==> config.mk <==
export PLATFORM = sky130hd
export DESIGN_NAME = ula_div_sequencer
export DESIGN_NICKNAME = d
export VERILOG_FILES = /design/src/rtl/ula_div_sequencer.sv
export SDC_FILE = /design/constraint.sdc
export NUM_CORES = 1
export LEC_CHECK = 0
export CORE_UTILIZATION = 45
export CTS_CLUSTER_DIAMETER = 30
export CTS_CLUSTER_SIZE = 40
export DETAILED_ROUTE_END_ITERATION = 6
export PLACE_DENSITY = 0.79
export SYNTH_ARGS = -nofsm -noshare
export SYNTH_HDL_FRONTEND = slang
export SYNTH_SLANG_ARGS = --single-unit
==> constraint.sdc <==
create_clock -name clk -period 5.9 [get_ports clk]
set_input_delay 1.18 -clock clk [delete_from_list [all_inputs] [get_ports clk]]
set_output_delay 1.18 -clock clk [all_outputs]
set_load 0.05 [all_outputs]
==> src/rtl/ula_div_sequencer.sv <==
// ---------------------------------------------------------------------------
// ula_div_sequencer
//
// Purpose:
//   Multi-cycle unsigned restoring divider controller. It drives the ULA's
//   shared enabled subtractor (sub_a - sub_b -> sub_s, where sub_s[8] is the
//   borrow). It produces one quotient bit per SHIFT/SUB pair, so eight pairs
//   give the full result.
//
// Ports:
//   clk          rising-edge clock
//   rst_n        asynchronous active-low reset
//   start        request pulse, sampled only in IDLE
//   dividend     numerator, captured at the accepted start edge
//   divisor      denominator, captured at the accepted start edge
//   sub_s        shared subtractor result (combinational, same cycle)
//   sub_a/sub_b  subtractor operands, driven only in SUB, zero otherwise
//   sub_en       subtractor tri-state enable, high only in SUB
//   busy         high while in SHIFT/SUB
//   done         one-cycle completion pulse
//   quotient     result register
//   remainder    result register
//   div_by_zero  set when the last accepted operation had divisor == 0
// ---------------------------------------------------------------------------
module ula_div_sequencer #(
  parameter int WIDTH = 8
) (
  input  logic             clk,
  input  logic             rst_n,
  input  logic             start,
  input  logic [WIDTH-1:0] dividend,
  input  logic [WIDTH-1:0] divisor,
  input  logic [WIDTH:0]   sub_s,
  output logic [WIDTH-1:0] sub_a,
  output logic [WIDTH-1:0] sub_b,
  output logic             sub_en,
  output logic             busy,
  output logic             done,
  output logic [WIDTH-1:0] quotient,
  output logic [WIDTH-1:0] remainder,
  output logic             div_by_zero
);

  typedef enum logic [1:0] {
    IDLE  = 2'd0,
    SHIFT = 2'd1,
    SUB   = 2'd2,
    DONE  = 2'd3
  } state_t;

  state_t           state_q;
  logic [WIDTH:0]   r_q;      // partial remainder, one extra bit for the shift-out
  logic [WIDTH-1:0] q_q;      // dividend shifting out / quotient shifting in
  logic [WIDTH-1:0] d_q;      // captured divisor
  logic [3:0]       count_q;  // quotient bits still to produce
  logic             take_d;

  // The bus is released in every state except SUB. These lines depend only
  // on state and registers, so there is no path from inputs to outputs.
  assign sub_en = (state_q == SUB);
  assign sub_a  = sub_en ? r_q[WIDTH-1:0] : '0;
  assign sub_b  = sub_en ? d_q : '0;

  // When R[8] is set, R >= 256 > D, so subtraction is always possible. The
  // true difference is also below D, so the low byte of sub_s is exact even
  // though the 8-bit subtractor reports a borrow.
  assign take_d = r_q[WIDTH] | ~sub_s[WIDTH];

  always_ff @(posedge clk or negedge rst_n) begin
    if (!rst_n) begin
      state_q     <= IDLE;
      r_q         <= '0;
      q_q         <= '0;
      d_q         <= '0;
      count_q     <= '0;
      busy        <= 1'b0;
      done        <= 1'b0;
      quotient    <= '0;
      remainder   <= '0;
      div_by_zero <= 1'b0;
    end else begin
      case (state_q)
        IDLE: begin
          if (start) begin
            if (divisor != '0) begin
              q_q         <= dividend;
              d_q         <= divisor;
              r_q         <= '0;
              count_q     <= 4'(WIDTH);
              div_by_zero <= 1'b0;
              busy        <= 1'b1;
              state_q     <= SHIFT;
            end else begin
              // Divide-by-zero finishes immediately with saturated quotient.
              quotient    <= '1;
              remainder   <= dividend;
              div_by_zero <= 1'b1;
              done        <= 1'b1;
              state_q     <= DONE;
            end
          end
        end

        SHIFT: begin
          r_q     <= {r_q[WIDTH-1:0], q_q[WIDTH-1]};
          q_q     <= {q_q[WIDTH-2:0], 1'b0};
          state_q <= SUB;
        end

        SUB: begin
          if (take_d) begin
            r_q    <= {1'b0, sub_s[WIDTH-1:0]};
            q_q[0] <= 1'b1;
          end
          count_q <= count_q - 4'd1;
          if (count_q == 4'd1) begin
            // Load results including this last step's take decision.
            quotient  <= {q_q[WIDTH-1:1], take_d};
            remainder <= take_d ? sub_s[WIDTH-1:0] : r_q[WIDTH-1:0];
            busy      <= 1'b0;
            done      <= 1'b1;
            state_q   <= DONE;
          end else begin
            state_q <= SHIFT;
          end
        end

        DONE: begin
          done    <= 1'b0;
          state_q <= IDLE;
        end

        default: state_q <= IDLE;
      endcase
    end
  end

endmodule

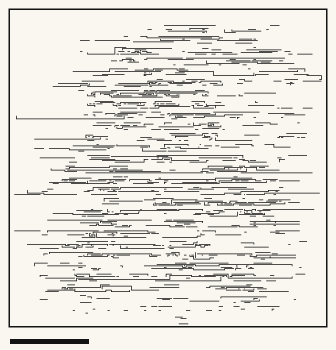
Fig. 1. M1 wires (run 1).
Bar = 20 µm.
nets with wire on the layer = 285
longest straight run = 29.4 µm
share of all routed wire = 47%
wire length on this layer = 2940 µm
Routed WL: 6230 µm
met1 Usage GRT: 0.300

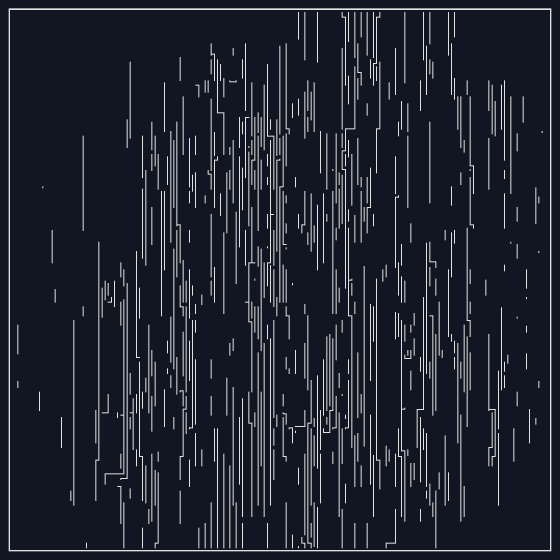
Fig. 2. Metal 2 (run 1).
nets with wire on the layer = 293
longest straight run = 32.1 µm
share of all routed wire = 46%
main direction = vertical
wire length on this layer = 2880 µm
via count: 2096
GRT met2 Usage: 0.334

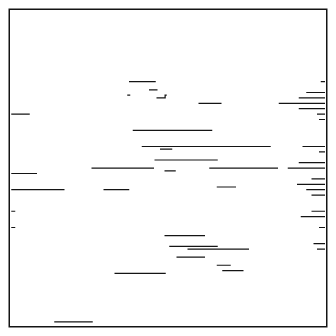
Fig. 3. Met3 routing (run 1).
nets with wire on the layer = 38
longest straight run = 32.2 µm
share of all routed wire = 5.1%
met3 usage: 0.0377

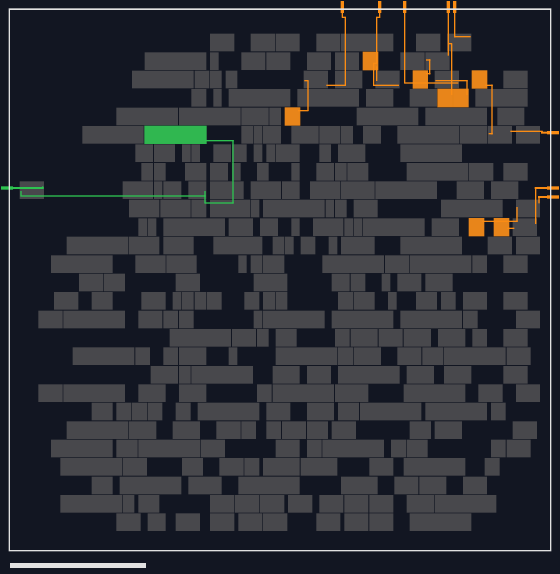
Fig. 4. Nets reached from selected ports (run 1).
Bar = 20 µm.
orange -> sub_b  # bits 8, direction output, end cells 8, buffers 8, wire 117 µm
green -> done  # bits 1, direction output, end cells 1, buffers 1, wire 51.5 µm
I/O Buffers: 63
I/O pin count: 64

==> notes.md, run 1 <==
fresh numbers from the pnr run: Post-synth ARST share 1.00, clk ins delay skew pair 0.31 ns, root buf cell clkbuf_8, clk slew on worst S/H paths 0.08 ns, setup slack at placement 2.27 ns, status complete, no violations, syn_nets between 200 and 300, Pre-Place Util 0.480, library cells used by synthesis ~46, Peak supply drop around 0.22 mV, Commonest flop dfrtp_1, R2R Path End remainder[7]$_DFFE_PN0P_, Sequential Power Share 0.312, Max Cap Violations 0, cells in synth_stat.txt 235, Yosys top cell area share 0.462, Final Max Slew Viols 0, mean area per synthesized cell between 10 and 15 µm², WP data arrival ~2.4 ns, RSZ-0062 raised after global routing false, switching part of the total 0.450, CTS tree done, Core Rows 27, Critical Path Source Type flop, combinational power share 0.579, Area Overhead vs Synth 28.8%, Setup Skew about 0.0097 ns, DR DRC count 0, final RePlAce weighted congestion around 0.81, total grt overflow 0, Crit Path Class reg2out, Global Route Usage Sum 0.213, detailed placement HPWL approximately 4500 µm, Top Layout Cells 62 x clkdlybuf4s50_1, 50 x dfrtp_1, 21 x mux2_2, 18 x and2_1, 10 x nor2b_1, setup slack after layout between 2 and 2.5 ns, CP Max Fanout 44, hold slack about 0.51 ns, cts hold-fix bufs 0, final cell count without fillers about 370, Final min period roughly 3.6 ns, clock net sink count around 50, Final setup violation count 0, Synth area leader dfrtp_1, NetSw roughly 860 µW, measured slew at the worst slew-check pin between 0.9 and 1 ns, die width 79.6 µm, yosys stat chip area approximately 2700 µm²
-- run 1: layout make-up --
| type | instances | area [µm²] |
|---|---|---|
| multi-input combinational | 165 | 1380 |
| tap | 72 | 90.1 |
| clock buffer | 6 | 82.6 |
| clock inverter | 2 | 12.5 |
| fill | 447 | 2150 |
| inverter | 8 | 30.0 |
| timing repair buffer | 66 | 648 |
| sequential | 50 | 1250 |
-- run 1: power groups by stage --
stage          Sequential [µW]  Combinational (µW)  Clock (µW)
4_1_cts                    598                1110         215
3_5_place_dp               604                1110           0
6_report                   599                1110         208
2_1_floorplan              737                 672           0
3_3_place_gp               598                1090           0
5_1_grt                    621                1190         225
-- run 1: synthesized netlist by cell type, types with 6 or more instances --
cell type,instances
a221o_1,9
a22o_1,8
and2_1,18
clkbuf_1,8
dfrtp_1,50
ha_1,9
inv_1,8
mux2_2,21
nand2_1,9
nor2_1,8
nor2b_1,10
o221a_2,8
o22a_1,7
or3_1,6
-- run 1: sequential cells by signal, indices dropped and copies added, names as in the netlist, 2 cells and up --
name	count
r_q	9
d_q	8
q_q	8
quotient	8
remainder	8
count_q	4
state_q	2
-- run 1: per-stage QoR --
| stage | power, µW | area (µm²) |
|---|---|---|
| after floorplan | 1410 | 2710 |
| after global placement | 1690 | 3390 |
| after detailed placement | 1710 | 3390 |
| after CTS | 1930 | 3490 |
| after global routing | 2040 | 3490 |
| final | 1920 | 3490 |
-- run 1: cell families after synthesis --
| logic type | share of synthesized area |
|---|---|
| AOI/OAI and AO/OA | 0.177 |
| xor gates and xnor gates | 0.00323 |
| adders and majority gates | 0.0416 |
| buffers and inverters | 0.0309 |
| DFF | 0.462 |
| muxes | 0.119 |
| and+or+nand+nor | 0.167 |
-- run 1: critical path, stage by stage (launching register included) --
cell,delay [ns]
dfrtp_1,0.44
inv_1,0.15
ha_1,0.17
buf_4,0.34
and2_1,0.19
clkdlybuf4s50_1,0.80
-- run 1: worst min path at each step --
stage	start	endpoint	slack (ns)	cells past startpoint
6_report	div_by_zero$_DFFE_PN0P_	div_by_zero$_DFFE_PN0P_	0.51	2
5_1_grt	d_q[7]$_DFFE_PN0P_	d_q[7]$_DFFE_PN0P_	0.53	1
4_1_cts	d_q[7]$_DFFE_PN0P_	d_q[7]$_DFFE_PN0P_	0.51	1
3_5_place_dp	d_q[7]$_DFFE_PN0P_	d_q[7]$_DFFE_PN0P_	0.49	1
3_3_place_gp	div_by_zero$_DFFE_PN0P_	div_by_zero$_DFFE_PN0P_	0.48	2
2_1_floorplan	d_q[0]$_DFFE_PN0P_	d_q[0]$_DFFE_PN0P_	0.47	1
-- run 1: routing by layer --
metal,global-route usage,wire [µm]
met5,0,0
met4,0.0673,98
met3,0.0377,318
met2,0.334,2880
met1,0.300,2940
Fig. 5: run 1, track usage over the die
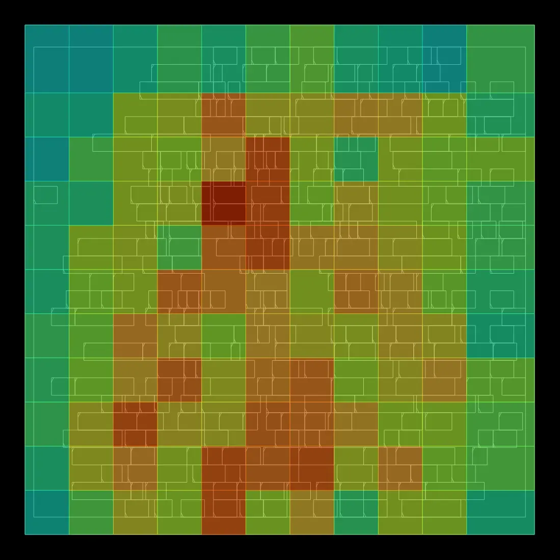

==> run 2, diff against run 1 <==
Clock period 5.9 ns to 3.4 ns, I/O delays scaled along.
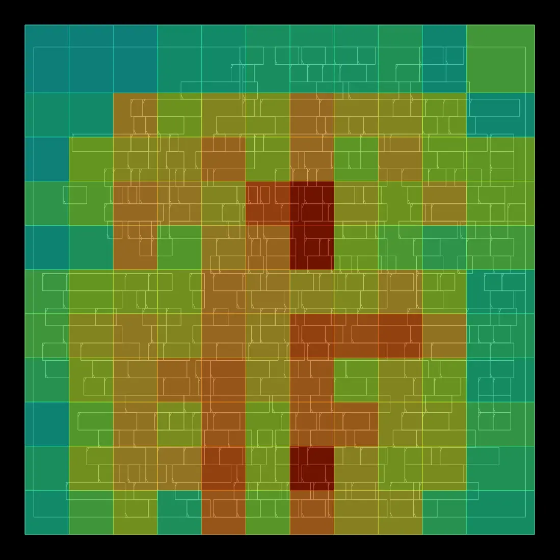
Fig. 6. Track usage over the die (run 2).
drt wl/cell: 16.8 µm
met1 Usage GRT: 0.298
GRT met2 Usage: 0.335

==> run 2 against run 1 <==
Wire length is essentially flat. Clock-buffer cell count shrank 1. First-iteration DRC count shrank 59%. Register-to-register slack lost 2.5 ns. Flip-flop count is the same. Utilization shrank 0.11 points. Final area shrank 0.18%. Non-clock buffer count grew 3. Worst setup slack lost 1.6 ns. Synthesized area is the same. Clock power grew 98%. Critical endpoint is now sub_a[5]. Largest cell class unchanged. Largest power group unchanged. Highest routed layer unchanged.
==> notes.md, run 2 <==
fresh numbers from the pnr run: Pre-Place Util 0.480, clk ins delay skew pair about 0.3 ns, Max Cap Violations 0, Area Overhead vs Synth 28.5%, clk slew on worst S/H paths around 0.090 ns, RSZ-0062 raised after global routing false, detailed placement HPWL between 4000 and 5000 µm, Reg area 1250 µm², synth top area cells dfrtp_1 46%, mux2_2 8.7%, and2_1 4.2%, yosys stat chip area approximately 2700 µm², Post-synth EDFFs 0, setup slack after layout 0.655 ns, CP Max Fanout 18, Most Crowded Layer GR met2, Crit Path Class reg2out, Hold Crit Start d_q[7]$_DFFE_PN0P_, Post-synth ARST share 1.00, Final Max Slew Viols 0, die width around 80 µm, Logic cell area about 1400 µm², CTS tree done, clock net sink count approximately 50, via count around 2100, total grt overflow 0, Setup Skew between 0.005 and 0.006 ns, measured slew at the worst slew-check pin 1.10 ns, Top Layout Cells 50 x dfrtp_1, 45 x clkdlybuf4s50_1, 23 x buf_4, 21 x mux2_2, 18 x and2_1, Commonest flop dfrtp_1, Largest register FFs 9, Biggest register r_q, syn_nets about 270, Final min period 2.74 ns, I/O Buffers 63, cells in synth_stat.txt 235, DR DRC count 0, library cells used by synthesis approximately 46, Final setup violation count 0, Routed WL roughly 6200 µm, root buf cell clkbuf_8, status complete, no violations, setup slack at placement just under 0.5 ns, WP data arrival between 2 and 2.5 ns, Synth top cells by count 50 x dfrtp_1, 21 x mux2_2, 18 x and2_1, cts hold-fix bufs 0
## run 2: cell count changes in the layout (fill, tap and decap cells not counted)
| cell | change |
|---|---|
| buf_4 | +20 |
| clkdlybuf4s50_1 | -17 |
| bufinv_16 | +1 |
| clkbuf_8 | -1 |
| clkinv_2 | +1 |
| clkinvlp_4 | -1 |
## run 2: stage by stage
stage	instances	hold slack, ns	instance area (µm²)	total power (µW)
after floorplan	235	0.384	2710	2440
after global routing	372	0.518	3480	3610
after detailed placement	364	0.489	3370	2980
final	372	0.507	3480	3390
after global placement	364	0.484	3370	2940
after CTS	372	0.509	3480	3400
## run 2: path summary, 6_finish.rpt
path                                                end  slack [ns]  cells past startpoint
worst max-delay path                           sub_a[5]        0.66                      5
worst min-delay path                 d_q[7]$_DFFE_PN0P_        0.51                      1
worst max register to register  quotient[5]$_DFFE_PN0P_        0.80                      6
worst min register to register       d_q[7]$_DFFE_PN0P_        0.51                      1
max in group asynchronous            d_q[5]$_DFFE_PN0P_        2.14                      1
min in group asynchronous       quotient[2]$_DFFE_PN0P_        0.58                      1
## run 2: kinds of logic after synthesis
| group | after synthesis | share of synthesized area |
|---|---|---|
| muxes | 28 | 0.119 |
| and+or+nand+nor | 73 | 0.167 |
| xor gates and xnor gates | 1 | 0.00323 |
| DFF | 50 | 0.462 |
| AOI/OAI and AO/OA | 54 | 0.177 |
| adders and majority gates | 9 | 0.0416 |
| buffers and inverters | 20 | 0.0309 |
## run 2: layer usage
metal / wire length, µm / vias up
met2: 2910 / 47
met3: 211 / 9
li1: - / 996
met4: 108 / 0
met1: 3000 / 1042
met5: 0 / -
## run 2: worst max-delay path: stages (launching register included)
cell and delay [ns]:
dfrtp_1 0.45, inv_1 0.15, ha_1 0.49, buf_4 0.30, and2_1 0.17, buf_4 0.20
## run 2: where the power goes
group          internal, µW  switching [µW]
registers               847             193
clock network           217             194
logic                   826            1110
total                  1890            1500
## run 2: final cells by class
| class | instances | area share |
|---|---|---|
| inverter | 8 | 0.00862 |
| timing repair buffer | 69 | 0.180 |
| multi-input combinational | 165 | 0.395 |
| sequential | 50 | 0.359 |
| clock inverter | 3 | 0.0115 |
| clock buffer | 5 | 0.0198 |
| tap | 72 | 0.0259 |
Power figures rest on the tool's default switching activity, not on a simulated workload.
